### Clock network drawn from the DEF, run 1

(3 px per um)
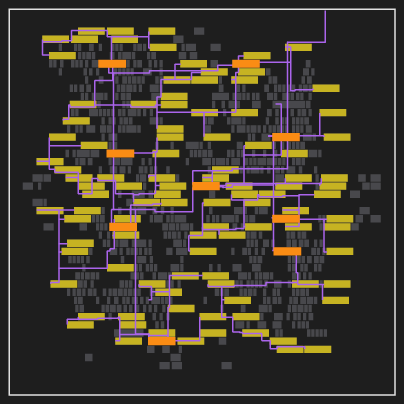
### Metal 3, run 1

(4 px per um)
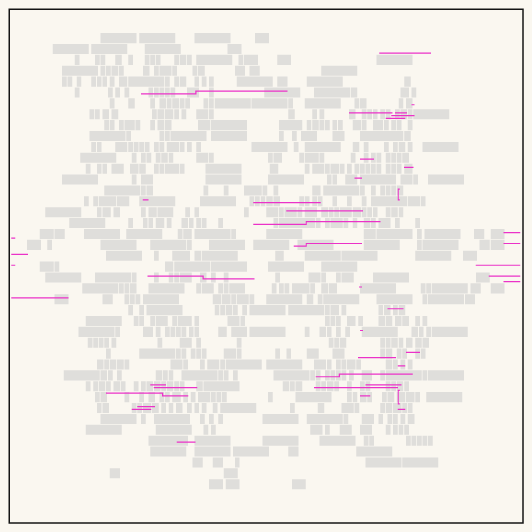
### Metal 1, run 1

(2 px per um) Supply wires on this layer in grey.
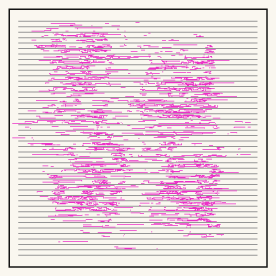
===== src/rtl/debounce_pkg.sv =====
// Shared types and 50 MHz default timings for the multi-channel debouncer.
// The repeat-state enum is only referenced when DEBOUNCE_REPEAT_EN is defined.
package debounce_pkg;

   typedef enum logic [1:0] {
      IDLE      = 2'd0,
      HOLD_WAIT = 2'd1,
      REPEAT    = 2'd2
   } rpt_state_e;

   // 20 ms debounce, 500 ms first repeat, 100 ms repeat period at 50 MHz
   localparam int unsigned DEBOUNCE_CYCLES_DEFAULT = 1_000_000;
   localparam int unsigned REPEAT_DELAY_DEFAULT    = 25_000_000;
   localparam int unsigned REPEAT_PERIOD_DEFAULT   = 5_000_000;

   function automatic int unsigned max_u(input int unsigned a, input int unsigned b);
      return (a > b) ? a : b;
   endfunction

endpackage


===== src/rtl/debounce_channel.sv =====
// One debouncer channel: synchronizer, integration counter, stable level and press/release pulses.
// Auto-repeat FSM is built only when DEBOUNCE_REPEAT_EN is defined.
//
// state     | meaning
// IDLE      | button released or press not yet accepted
// HOLD_WAIT | press accepted, counting REPEAT_DELAY before the first repeat
// REPEAT    | emitting a press pulse every REPEAT_PERIOD cycles while held
module debounce_channel
   import debounce_pkg::*;
#(
   parameter int unsigned DEBOUNCE_CYCLES = DEBOUNCE_CYCLES_DEFAULT,
   parameter int unsigned SYNC_STAGES     = 2,
   parameter bit          ACTIVE_LOW_IN   = 1'b1
`ifdef DEBOUNCE_REPEAT_EN
   ,
   parameter int unsigned REPEAT_DELAY    = REPEAT_DELAY_DEFAULT,
   parameter int unsigned REPEAT_PERIOD   = REPEAT_PERIOD_DEFAULT
`endif
) (
   input  logic clk,
   input  logic reset,
   input  logic button_in,
   output logic db_out,
   output logic press_pulse,
   output logic release_pulse,
   output logic event_next
);

   localparam int unsigned    CNT_W    = $clog2(DEBOUNCE_CYCLES + 1);
   localparam logic [CNT_W-1:0] CNT_LAST = CNT_W'(DEBOUNCE_CYCLES - 1);

   logic [SYNC_STAGES-1:0] sync_q, sync_d;
   logic [CNT_W-1:0]       cnt_q, cnt_d;
   logic                   stable_q, stable_d;
   logic                   press_q, press_d;
   logic                   release_q, release_d;
   logic                   in_int, sync_lvl, accept, rise, fall, rpt_fire;

   assign in_int   = ACTIVE_LOW_IN ? ~button_in : button_in;
   assign sync_lvl = sync_q[SYNC_STAGES-1];
   assign accept   = (sync_lvl != stable_q) && (cnt_q == CNT_LAST);
   assign rise     = accept & sync_lvl;
   assign fall     = accept & ~sync_lvl;

   // A single matching sample clears the count, so only an unbroken run is accepted
   always_comb begin
      sync_d   = {sync_q[SYNC_STAGES-2:0], in_int};
      cnt_d    = '0;
      stable_d = stable_q;
      if (sync_lvl != stable_q) begin
         if (accept) begin
            stable_d = sync_lvl;
         end else begin
            cnt_d = cnt_q + CNT_W'(1);
         end
      end
   end

`ifdef DEBOUNCE_REPEAT_EN
   localparam int unsigned      RPT_W       = $clog2(max_u(REPEAT_DELAY, REPEAT_PERIOD) + 1);
   localparam logic [RPT_W-1:0] DELAY_LAST  = RPT_W'(REPEAT_DELAY - 1);
   localparam logic [RPT_W-1:0] PERIOD_LAST = RPT_W'(REPEAT_PERIOD - 1);

   rpt_state_e       rpt_state_q, rpt_state_d;
   logic [RPT_W-1:0] rpt_cnt_q, rpt_cnt_d;

   always_comb begin
      rpt_state_d = rpt_state_q;
      rpt_cnt_d   = rpt_cnt_q + RPT_W'(1);
      rpt_fire    = 1'b0;
      unique case (rpt_state_q)
         IDLE: begin
            rpt_cnt_d = '0;
            if (rise) begin
               rpt_state_d = HOLD_WAIT;
            end
         end
         HOLD_WAIT: begin
            if (!stable_q) begin
               rpt_state_d = IDLE;
               rpt_cnt_d   = '0;
            end else if (rpt_cnt_q == DELAY_LAST) begin
               rpt_state_d = REPEAT;
               rpt_cnt_d   = '0;
               rpt_fire    = 1'b1;
            end
         end
         REPEAT: begin
            if (!stable_q) begin
               rpt_state_d = IDLE;
               rpt_cnt_d   = '0;
            end else if (rpt_cnt_q == PERIOD_LAST) begin
               rpt_cnt_d = '0;
               rpt_fire  = 1'b1;
            end
         end
         default: begin
            rpt_state_d = IDLE;
            rpt_cnt_d   = '0;
         end
      endcase
   end

   always_ff @(posedge clk or negedge reset) begin
      if (!reset) begin
         rpt_state_q <= IDLE;
         rpt_cnt_q   <= '0;
      end else begin
         rpt_state_q <= rpt_state_d;
         rpt_cnt_q   <= rpt_cnt_d;
      end
   end
`else
   assign rpt_fire = 1'b0;
`endif

   assign press_d    = rise | rpt_fire;
   assign release_d  = fall;
   assign event_next = press_d | release_d;

   always_ff @(posedge clk or negedge reset) begin
      if (!reset) begin
         sync_q    <= '0;
         cnt_q     <= '0;
         stable_q  <= 1'b0;
         press_q   <= 1'b0;
         release_q <= 1'b0;
      end else begin
         sync_q    <= sync_d;
         cnt_q     <= cnt_d;
         stable_q  <= stable_d;
         press_q   <= press_d;
         release_q <= release_d;
      end
   end

   assign db_out        = stable_q;
   assign press_pulse   = press_q;
   assign release_pulse = release_q;

endmodule


===== src/rtl/debounce_multi.sv =====
// N-channel pushbutton/switch debouncer with registered level, press/release pulses and any_event.
// Define DEBOUNCE_REPEAT_EN to add per-channel auto-repeat on held buttons.
module debounce_multi
   import debounce_pkg::*;
#(
   parameter int unsigned CHANNELS        = 4,
   parameter int unsigned DEBOUNCE_CYCLES = DEBOUNCE_CYCLES_DEFAULT,
   parameter int unsigned SYNC_STAGES     = 2,
   parameter bit          ACTIVE_LOW_IN   = 1'b1,
   parameter int unsigned REPEAT_DELAY    = REPEAT_DELAY_DEFAULT,
   parameter int unsigned REPEAT_PERIOD   = REPEAT_PERIOD_DEFAULT
) (
   input  logic                clk,
   input  logic                reset,
   input  logic [CHANNELS-1:0] button_in,
   output logic [CHANNELS-1:0] db_out,
   output logic [CHANNELS-1:0] press_pulse,
   output logic [CHANNELS-1:0] release_pulse,
   output logic                any_event
);

   logic [CHANNELS-1:0] event_next;
   logic                any_event_q, any_event_d;

`ifndef DEBOUNCE_REPEAT_EN
   // Repeat timings are accepted but have no effect without the repeat FSM
   localparam int unsigned REPEAT_CFG_UNUSED = REPEAT_DELAY + REPEAT_PERIOD;
`endif

   for (genvar g = 0; g < CHANNELS; g++) begin : g_ch
      debounce_channel #(
         .DEBOUNCE_CYCLES (DEBOUNCE_CYCLES),
         .SYNC_STAGES     (SYNC_STAGES),
         .ACTIVE_LOW_IN   (ACTIVE_LOW_IN)
`ifdef DEBOUNCE_REPEAT_EN
         ,
         .REPEAT_DELAY    (REPEAT_DELAY),
         .REPEAT_PERIOD   (REPEAT_PERIOD)
`endif
      ) u_ch (
         .clk           (clk),
         .reset         (reset),
         .button_in     (button_in[g]),
         .db_out        (db_out[g]),
         .press_pulse   (press_pulse[g]),
         .release_pulse (release_pulse[g]),
         .event_next    (event_next[g])
      );
   end

   // Registered from the channels' next-pulse terms so it lines up with the pulses
   always_comb begin
      any_event_d = |event_next;
   end

   always_ff @(posedge clk or negedge reset) begin
      if (!reset) begin
         any_event_q <= 1'b0;
      end else begin
         any_event_q <= any_event_d;
      end
   end

   assign any_event = any_event_q;

endmodule


===== config.mk =====
export PLATFORM = sky130hd
export DESIGN_NAME = debounce_multi
export DESIGN_NICKNAME = d
export VERILOG_FILES = /design/src/rtl/debounce_pkg.sv /design/src/rtl/debounce_channel.sv /design/src/rtl/debounce_multi.sv
export SDC_FILE = /design/constraint.sdc
export NUM_CORES = 1
export LEC_CHECK = 0
export ABC_AREA = 1
export CORE_MARGIN = 4
export CORE_UTILIZATION = 36
export CTS_CLUSTER_SIZE = 20
export DETAILED_ROUTE_END_ITERATION = 7
export GPL_TIMING_DRIVEN = 0
export SYNTH_ARGS = -nofsm -noshare
export SYNTH_HDL_FRONTEND = slang
export SYNTH_SLANG_ARGS = --single-unit
export TNS_END_PERCENT = 100

===== constraint.sdc =====
create_clock -name clk -period 4 [get_ports clk]
set_clock_uncertainty 0.15 [all_clocks]
set_input_delay 1.2 -clock clk [delete_from_list [all_inputs] [get_ports clk]]
set_output_delay 1.2 -clock clk [all_outputs]
set_load 0.005 [all_outputs]

==> run notes, run 1 <==
Synthesis and PnR results.

- The run finished with clean final reports.
- The longest individual stage delay on the worst path reads 0.49 ns.
- In the per-layer summary, the met1 wirelength comes to 4.888 mm.
- The most critical setup path has its startpoint at g_ch[3].u_ch.db_out$_DFFE_PN0P_.
- The iteration tally of the first detailed-router pass is 5.
- The final number of max-transition violations reads 0.
- The final cell area excluding filler cells reads 5903 sq um.
- The capturing instance or port of the critical path is db_out[3].
- The depth of the CTS H-tree reads 3.
- The combined flip-flop and latch cell area is 2527 sq um.
- Total power normalized to cell area comes to 333.7 nW/um^2.
- Looking at the worst setup and hold paths, the clock pins of their registers show a slew of 0.07 ns.
- The slowest cell on the critical path reads sky130_fd_sc_hd__clkdlybuf4s50_1.
- The complex-gate fraction of the synthesized area reads 0.02025.
- The worst-case reg-to-reg setup slack stands at 2.10 ns.
- The count of flip-flops with a built-in enable after synthesis is 0.
- The transition at the pin with the smallest max-transition slack is 0.6700 ns.
- The adder and majority gate portion of the synthesized area is 0.009643.
- The endpoint kind of the worst setup timing path reads a primary output.
- The mux share of post-synthesis cell area is 0.
- The cell area after synthesis is 5190 sq um.
- The cell sitting at the root of the clock tree is a sky130_fd_sc_hd__clkbuf_16.
- The routing layer with the top usage in global route is met2.
- The post-synthesis sequential area ratio is 0.4870.
- The yosys synthesis warning count reads 0.
- In this run the critical path is formed by buf_4 > clkdlybuf4s50_1.
- The width of the die is 128.1 um.
- The most frequent cell after synthesis is sky130_fd_sc_hd__nor2_1.
- Recorded from the global router log, the overflow total was 0.
- The placed instance count reads 867.
- Yosys mapped the design onto 29 distinct sky130hd cell types.
- The buffers plus inverters on the worst setup path reads 2.
- The fmax reads 367.6 MHz.
- In the final report, the number of endpoints failing setup comes to 0.
- Per the CTS log, the buffer count on the longest clock path is 2.
- The worst setup slack after placement is 1.645 ns.
- The tool warning count is 26.
- The number of buffers added for setup after CTS reads 0.
- The synthesized net count is 678.
- Setup repair after global routing left no endpoint under its margin.
- The number of buffers inserted for hold repair after clock tree synthesis is 0.
- The flip-flop count of the largest register, all copies and words added is 80.
- The worst hold path belongs to the class register to register.
- The share of the core area taken by cells at floorplan is 0.3710.
- The layout sequential cell count reads 101.
- The sequential fraction of total cell area is 0.4281.
- After layout, the minimum clock period comes to 2.720 ns.
- The layout report lists the clock-cell share of area as 0.04790.
- The async set-or-reset flop fraction in the synthesized netlist reads 1.000.
- The class occupying the most area after layout is reported as flip-flops and latches.
- The insertion delay to the later sink of the worst-skew pair is 0.35 ns.
- The layout-stage area growth over the synthesis result reads 13.74%.
- The registers reported with the highest flop counts are g_ch.u_ch.cnt_q (80), g_ch.u_ch.sync_q (8).
- The die covers 16400 sq um.
- The flop and latch count out of synthesis reads 101.
- The peak ir drop on the vdd network is 0.0002096 V.
- The number of ordinary and repair buffers in the finished layout is 34.
- The pin count of the biggest net entering global routing is 53.
- The layout summary lists the proportion of cells stronger than drive strength 1 as 0.07265.
- The sum of net half-perimeters after detailed placement is 7.388 mm.
- The commonest non-fill, non-tap cell in the layout reads sky130_fd_sc_hd__nor2_1.
- Sorting the synthesized cells by area gives the leading types as sky130_fd_sc_hd__dfrtp_1 49%, sky130_fd_sc_hd__nor2_1 11%, sky130_fd_sc_hd__nand2_1 10%.
- After floorplanning, the core was divided into 43 placement rows.
- The overall track demand over capacity in global routing reads 0.1340.
- The count of multi-input combinational gates reads 463.
- The worst reg2reg path endpoint reads g_ch[1].u_ch.cnt_q[16]$_DFF_PN0_.
- The largest register by flop count is g_ch.u_ch.cnt_q.
- Per the OpenROAD floorplan log, the area of the core is 13990 sq um.
- The violation count after the first detailed-route iteration is 388.
- According to the tapcell log, the count of inserted taps is 180.
- The kind of cell adding the most delay to the critical path is buffers and inverters.
- The count of clock tree sinks is 101.
- In the final layout, the clock buffer count is 11.
- After detailed routing, the number of vias per cell comes to 4.632.
- The number of global-route vias before repair reads 3917.
- The CTS tree reads built.
- The number of routed nets with antenna violations is 0.
- The hold path endpoint is g_ch[1].u_ch.sync_q[1]$_DFF_PN0_.
- The final critical-path setup slack reads 1.280 ns.
- Measured on the final layout, buffering overhead outside the clock network stands at 0.05362.
- Per the synthesis report, the simple-gate share of the synthesized area is 0.3233.
- STA shows the worst reg2reg path with a cell count of 6.
- The area fraction in xor and xnor cells is 0.07401.
- The synthesized design spends more area on one cell type than any other, namely sky130_fd_sc_hd__dfrtp_1.
- The first global-routing pass estimated 17.72 mm of wire.
- The global-route track usage on met2 is 0.2135.
- The number of cells on the critical path reads 2.
- Among the non-sequential cells, simple AND/OR/NAND/NOR gates take the most area.
- The last weighted congestion value of the routability-driven placer reads 0.8813.
- The number of top-level pins is 19.
- Summed over all nets, wire length on met2 after detailed routing comes to 4.806 mm.
- Data on the critical path is required at its endpoint by 2.65 ns.
- The max-cap violation count is 0.
- The data arrival time at the worst-slack endpoint reads 1.37 ns.
- The detailed router reports a met3 wire length of 374 um.
- The clock buffer count from CTS is 9.
- The tally of buffers added on design ports is 18.
- The placed cell area is 5620 sq um.
- Counting endpoints that fail hold in the final report gives 0.
- The filler-free cell count of the finished design reads 882.
- The final routed wire length divided by cell count is 11.64 um.
- Yosys reports a chip area of 5190 sq um.
- The number of cells on the worst hold path is listed as 0.
- The number of fillers in the final layout reads 1404.
- The number of cells in Yosys stat reads 668.
- The kind of launch point of the worst setup path reads a register.
- The critical path class is register to primary output.
- The synthesized instance count is 668.
- For reference, the top cells by count after synthesis are 159 x sky130_fd_sc_hd__nor2_1, 140 x sky130_fd_sc_hd__nand2_1, 101 x sky130_fd_sc_hd__dfrtp_1.
- The number of antenna violations at the first check in global routing reads 0.
- The analysis attributes to cell leakage a power of 2.901 nW.
- The layout report lists the multi-input gate area as 2217 sq um.
- Of the post-synthesis cell area, the dominant cell type holds 0.4870.
- The highest fanout seen on the critical path reads 3.
- The DRC violation total left in the routed layout is recorded as 0.
- The commonest register cell is sky130_fd_sc_hd__dfrtp_1.
- The logic share of the area reads 0.3756.
- The uppermost layer routed is met4.
- The source of the worst hold timing path reads g_ch[1].u_ch.sync_q[0]$_DFF_PN0_.
Notes on 'Clock network drawn from the DEF' above:
legend:
  yellow:
    item: flip-flops
    count: 101
  orange:
    item: cells driving clock nets
    count: 9
  purple:
    item: clock wires
    length: 1300 um
flops lie: spread over the die

Notes on 'Metal 3' above:
nets with wire on the layer: 32
share of all routed wire: 3.7%
main direction: horizontal
DR vias: 4085
overall routed net length: 10.26 mm
routing usage on met3: 0.02833

Notes on 'Metal 1' above:
main direction: horizontal
longest straight run: 31.7 um
wire length on this layer: 4890 um
nets with wire on the layer: 671
met1 usage: 0.1773

==> run 1: power breakdown <==
| group | switching [mW] | internal (mW) | total [mW] |
|---|---|---|---|
| sequential | 0.0112 | 1.04 | 1.05 |
| combinational | 0.0486 | 0.0227 | 0.0713 |
| clock | 0.372 | 0.481 | 0.852 |
| total | 0.431 | 1.54 | 1.97 |
==> run 1: stage by stage <==
step / power (mW) / hold slack, ns / util
floorplan: 1.098 / 0.1812 / -
global placement: 1.134 / 0.1825 / 0.4000
detailed placement: 1.139 / 0.1856 / 0.4018
CTS: 2.009 / 0.2008 / 0.4220
global route: 2.059 / 0.2046 / 0.4220
finish: 1.970 / 0.1972 / 0.4220
--- run 2 (diff from run 1) ---
==> constraint.sdc (replaced) <==
create_clock -name clk -period 2.38 [get_ports clk]
set_clock_uncertainty 0.15 [all_clocks]
set_input_delay 0.714 -clock clk [delete_from_list [all_inputs] [get_ports clk]]
set_output_delay 0.714 -clock clk [all_outputs]
set_load 0.005 [all_outputs]
### Clock nets, run 2

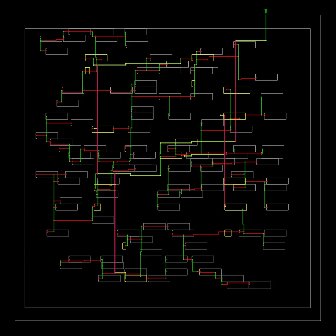
CTS buffer count: 9
Sinks on Clock Net: 101
Worst-Skew Late Latency: 0.35 ns
clock network power consumption: 1.43 mW
number of sequential cells in the layout: 101

### Clock network drawn from the DEF, run 2

(3 px per um)
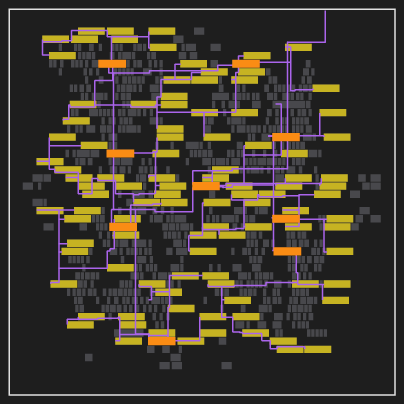
legend:
  orange:
    item: cells driving clock nets
    count: 9
  purple:
    item: clock wires
    length: 1300 um
  yellow:
    item: flip-flops
    count: 101
flops lie: spread over the die

==> run 2 against run 1 <==
Compared with the run above: global-route usage did not move; worst hold slack did not move; sequential power rose by 68%; setup slack got worse by 1.1 ns; combinational power rose by 68%; die area did not move; routed wire length did not move; design area did not move; via count did not move; non-clock buffer count did not move; critical path type unchanged; critical endpoint unchanged.
==> run notes, run 2 <==
Synthesis and PnR results.

- After synthesis, the most frequently instantiated cells are 159 x sky130_fd_sc_hd__nor2_1, 140 x sky130_fd_sc_hd__nand2_1, 101 x sky130_fd_sc_hd__dfrtp_1.
- The first TritonRoute pass finished after 5 iterations.
- The register with the most flip-flops in the layout has 80 of them.
- The commonest register cell is sky130_fd_sc_hd__dfrtp_1.
- The flop-to-flop setup slack is 0.48 ns.
- The peak ir drop on the vdd network reads 0.0003523 V.
- The fraction of met3 tracks used by global routing is 0.02833.
- The start point of the critical path reads g_ch[3].u_ch.db_out$_DFFE_PN0P_.
- The CTS tree reads built.
- The sequential power reported by the tool is 1.76 mW.
- The max-cap violation count reads 0.
- The deepest clock path buffer count reads 2.
- The transition at the pin with the smallest max-transition slack reads 0.6700 ns.
- Per the synthesis report, the XOR/XNOR share of the synthesized area is 0.07401.
- The ratio of routed vias to standard cells reads 4.632.
- g_ch.u_ch.cnt_q holds more flip-flops than any other register.
- The number of design rule violations left after detail routing is 0.
- The run finished with clean final reports.
- The area share of the largest cell type after synthesis is 0.4870.
- Entering global routing, the biggest net connects 53 pins.
- The part of the power in registers is 0.531.
- The fraction of the mapped netlist area in simple logic gates reads 0.3233.
- The met1 wire length reads 4.888 mm.
- The data arrival time at the worst-slack endpoint is 1.37 ns.
- Synthesis handed over a netlist of 668 instances.
- The complex-gate fraction of the synthesized area reads 0.02025.
- The total global routing overflow reads 0.
- The longest individual stage delay on the worst path is 0.49 ns.
- Across all setup checks in the final design, the least slack found is 0.1459 ns.
- The switching portion of total power comes to 0.2190.
- The adder and majority gate portion of the synthesized area is 0.009643.
- The class of the tightest hold or removal check reads register to register.
- After synthesis the cells add up to 5190 sq um.
- The uppermost layer routed reads met4.
- The violation count after the first detailed-route iteration reads 388.
- Ranked by total cell area, the synthesized netlist is headed by sky130_fd_sc_hd__dfrtp_1 49%, sky130_fd_sc_hd__nor2_1 11%, sky130_fd_sc_hd__nand2_1 10%.
- The worst setup slack after placement is 0.5069 ns.
- The hold path endpoint reads g_ch[1].u_ch.sync_q[1]$_DFF_PN0_.
- In this run the most used layer during global routing was met2.
- The number of top-level pins reads 19.
- The capturing instance or port of the critical path reads db_out[3].
- The kind of cell adding the most delay to the critical path is buffers and inverters.
- In the detailed route, the total length drawn on met2 is 4.806 mm.
- Of all power groups, the one with the highest power is sequential cells.
- The slowest cell on the critical path reads sky130_fd_sc_hd__clkdlybuf4s50_1.
- The count of flip-flops with a built-in enable after synthesis is 0.
- The mux share of post-synthesis cell area reads 0.
- The yosys synthesis warning count reads 0.
- The met1 track utilization from global routing is 0.1773.
- The width of the die is 128.1 um.
- The proportion of power drawn by combinational gates reads 0.036.
- The most common logic cell in the final layout is sky130_fd_sc_hd__nor2_1.
- The number of global-route vias before repair came to 3917.
- The clock network power share is 0.433.
- The reported net switching power reads 0.7250 mW.
- The final cell area excluding filler cells is 5903 sq um.
- The cell sequence reported for the critical path is buf_4 > clkdlybuf4s50_1.
- Per the final timing report, the hold violations number 0.
- The wire length of the first global-routing pass is 17.72 mm.
- The core region area is 13990 sq um.
- STA classifies the critical path startpoint as a register.
- The fraction of final layout cells sized beyond drive strength 1 is 0.07265.
- After floorplanning, the die was sized to cover 16400 sq um.
- The final routed wire length divided by cell count reads 11.64 um.
- The final period demand of the worst path reads 2.234 ns.
- The combined flip-flop and latch cell area is 2527 sq um.
## run 2: cell counts after synthesis
No cell type changed its count.
## run 2: layout make-up
type | count | share of cell area
sequential | 101 | 0.4281
buffer | 15 | 0.01886
multi-input combinational | 463 | 0.3756
timing repair buffer | 19 | 0.03476
inverter | 89 | 0.05659
tap | 180 | 0.03815
clock buffer | 11 | 0.03942
clock inverter | 4 | 0.008478
## run 2: metrics by stage
step           std cells    util  hold slack (ns)
6_report             882  0.4220           0.1972
3_3_place_gp         866  0.4000           0.1825
4_1_cts              882  0.4220           0.2008
2_1_floorplan        668       -           0.1812
3_5_place_dp         867  0.4018           0.1856
5_1_grt              882  0.4220           0.2046
--- run 3 (diff from run 2) ---
--- a/config.mk
+++ b/config.mk
@@ -11,6 +11,7 @@
 export CTS_CLUSTER_SIZE = 20
 export DETAILED_ROUTE_END_ITERATION = 7
 export GPL_TIMING_DRIVEN = 0
+export PLACE_DENSITY_LB_ADDON = 0.1
 export SYNTH_ARGS = -nofsm -noshare
 export SYNTH_HDL_FRONTEND = slang
 export SYNTH_SLANG_ARGS = --single-unit
### Clock nets, run 3

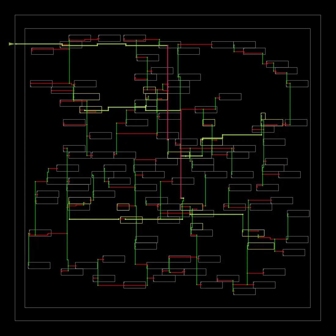
clock network power consumption: 1.67 mW
tally of clock buffers in the finished layout: 13
Worst-Skew Late Latency: 0.34 ns

### Metal 1, run 3

(2 px per um) Supply wires on this layer in grey.
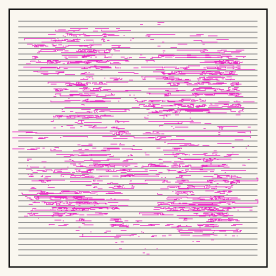
DR vias: 4058
met1 usage: 0.1823
overall routed net length: 10.61 mm

==> run 3 against run 2 <==
Compared with the run above: total power increased by 7.3%; sequential power about the same; combinational power about the same; flip-flop count unchanged; setup slack improved by 0.015 ns; synthesized area unchanged; worst hold slack better by 0.0011 ns; maximum frequency up 0.66%; critical path depth did not move; routed wire length is 3.4% higher; non-clock buffer count unchanged; largest cell class unchanged; highest routed layer unchanged.
==> run notes, run 3 <==
Synthesis and PnR results.

- Per the timing report, the achievable frequency comes out to 450.6 MHz.
- The global-route track usage on met2 reads 0.2234.
- The flop and latch count out of synthesis reads 101.
- The most common flop cell mapped by yosys reads sky130_fd_sc_hd__dfrtp_1.
- The routing layer with the top usage in global route is met2.
- The highest fanout seen on the critical path reads 3.
- The clock period could shrink to 2.220 ns.
- The mapped netlist covers 5190 sq um.
- The final core utilization is 0.4265.
- The combined flip-flop and latch cell area is 2527 sq um.
- g_ch.u_ch.cnt_q holds more flip-flops than any other register.
- The final cell area excluding filler cells is 5966 sq um.
- The final timing report counts setup violations totalling 0.
- In the final layout, the registers with the most flip-flops are g_ch.u_ch.cnt_q (80), g_ch.u_ch.sync_q (8).
- The async set-or-reset flop fraction in the synthesized netlist reads 1.000.
- The layout-stage area growth over the synthesis result is 14.95%.
- The clock slew at the register clock pins of the worst setup and hold paths is 0.07 ns.
- The count of distinct cell types in the synthesized netlist is 29.
- The number of standard-cell rows in the floorplan is 43.
- The synthesized design spends more area on one cell type than any other, namely sky130_fd_sc_hd__dfrtp_1.
- The area of the multi-input gates reads 2217 sq um.
- TritonRoute output was used to compute an average wire per cell of 12.02 um.
- The amount of wire on met3 after detailed routing reads 426 um.
- The clock buffer count from CTS reads 9.
- The data required time at the worst endpoint reads 1.52 ns.
- The clock network power share is 0.471.
- In the routed design, unresolved DRC markers number 0.
- The share of synthesized area in the top cell type comes to 0.4870.
- The met2 wire length is 4.846 mm.
- Looking at the max-slew report, the worst-margin pin has a slew of 0.6035 ns.
- The last weighted congestion value of the routability-driven placer is 0.8891.
- The fraction of final layout cells sized beyond drive strength 1 is 0.07681.
- The number of routed nets with antenna violations reads 0.
- The flip-flop count of the largest register, all copies and words added is 80.
- In this run the register-to-register setup slack is 0.48 ns.
- The placed cell area reads 5620 sq um.
- Of the total power, the share spent switching nets is 0.2081.
- In this run the most critical hold path is launched from g_ch[1].u_ch.sync_q[0]$_DFF_PN0_.
- The number of antenna violations at the first check in global routing was 0.
- The violation count after the first detailed-route iteration is 203.
- The number of buffers and inverters on the critical path is 2.
- The path depth of the worst reg2reg path is 6.
- Synthesis produced a netlist whose cell count is 668.
- The power attributed to sequential cells is 1.76 mW.
- The worst hold path passes through 0 cells.
- The kind of launch point of the worst setup path reads a register.
- The critical path in the final layout is reported with a setup slack of 0.1605 ns.
- The tally of buffers added on design ports reads 18.
- The script extracted a net switching power of 0.7392 mW.
- The number of global-route vias before repair is 3993.
- Overall routing resource usage recorded by global route was 0.1398.
- The area of the die reads 16400 sq um.
- The worst setup slack after placement is 0.4577 ns.
- Setup repair after global routing left no endpoint under its margin.
- The wire length of the first global-routing pass is 18.58 mm.
- The class of the tightest hold or removal check is register to register.
- Excluding fillers, the count of instances in the completed layout stands at 883.
- The number of cells in Yosys stat is 668.
- Of the total power, combinational logic draws 0.034.
- The iteration tally of the first detailed-router pass reads 4.
- Ranked by power, first place goes to sequential cells.
- The worst reg2reg path endpoint reads g_ch[3].u_ch.cnt_q[1]$_DFF_PN0_.
- The peak ir drop on the vdd network reads 0.0003766 V.
- The depth of the CTS H-tree reads 3.
- At the floorplan stage, the core utilization is reported as 0.3710.
- The number of buffers added for setup after CTS reads 0.
- The run finished with clean final reports.
- The capturing instance or port of the critical path is db_out[3].
- The endpoint kind of the worst setup timing path reads a primary output.
- The leakage dissipation is 2.942 nW.
- The number of placed instances, taps included, is 867.
- The floorplan step set the die width to 128.1 um.
- The fraction of met3 tracks used by global routing reads 0.04375.
- Signal routing reaches up to met4.
- Yosys printed 0 warnings.
- The hold path endpoint is g_ch[1].u_ch.sync_q[1]$_DFF_PN0_.
- Entering global routing, the biggest net connects 58 pins.
- The slowest stage of the critical path belongs to the cell sky130_fd_sc_hd__clkdlybuf4s50_1.
- The most frequent cell after synthesis is sky130_fd_sc_hd__nor2_1.
- The area of the synthesized netlist per yosys stat reads 5190 sq um.
- The longest individual stage delay on the worst path is 0.48 ns.
- The part of the power in registers is 0.495.
- The commonest non-fill, non-tap cell in the layout reads sky130_fd_sc_hd__nor2_1.
-- run 3: cell type report --
| class | count | area share |
|---|---|---|
| sequential | 101 | 0.4237 |
| clock buffer | 13 | 0.04698 |
| clock inverter | 3 | 0.01091 |
| tap | 180 | 0.03775 |
| multi-input combinational | 463 | 0.3716 |
| timing repair buffer | 19 | 0.03440 |
| buffer | 15 | 0.01867 |
| inverter | 89 | 0.05600 |
-- run 3: cell families (layout without fill, tap and decap cells) --
kind of cell | Yosys count | in the layout | share of synthesized area
DFF | 101 | 101 | 0.4870
and+or+nand+nor | 396 | 396 | 0.3233
xor gates and xnor gates | 43 | 43 | 0.07401
buffers and inverters | 104 | 139 | 0.08583
adders and majority gates | 4 | 4 | 0.009644
AOI/OAI and AO/OA | 20 | 20 | 0.02025
No activity file was given, so power comes from the tool's default toggle rates.
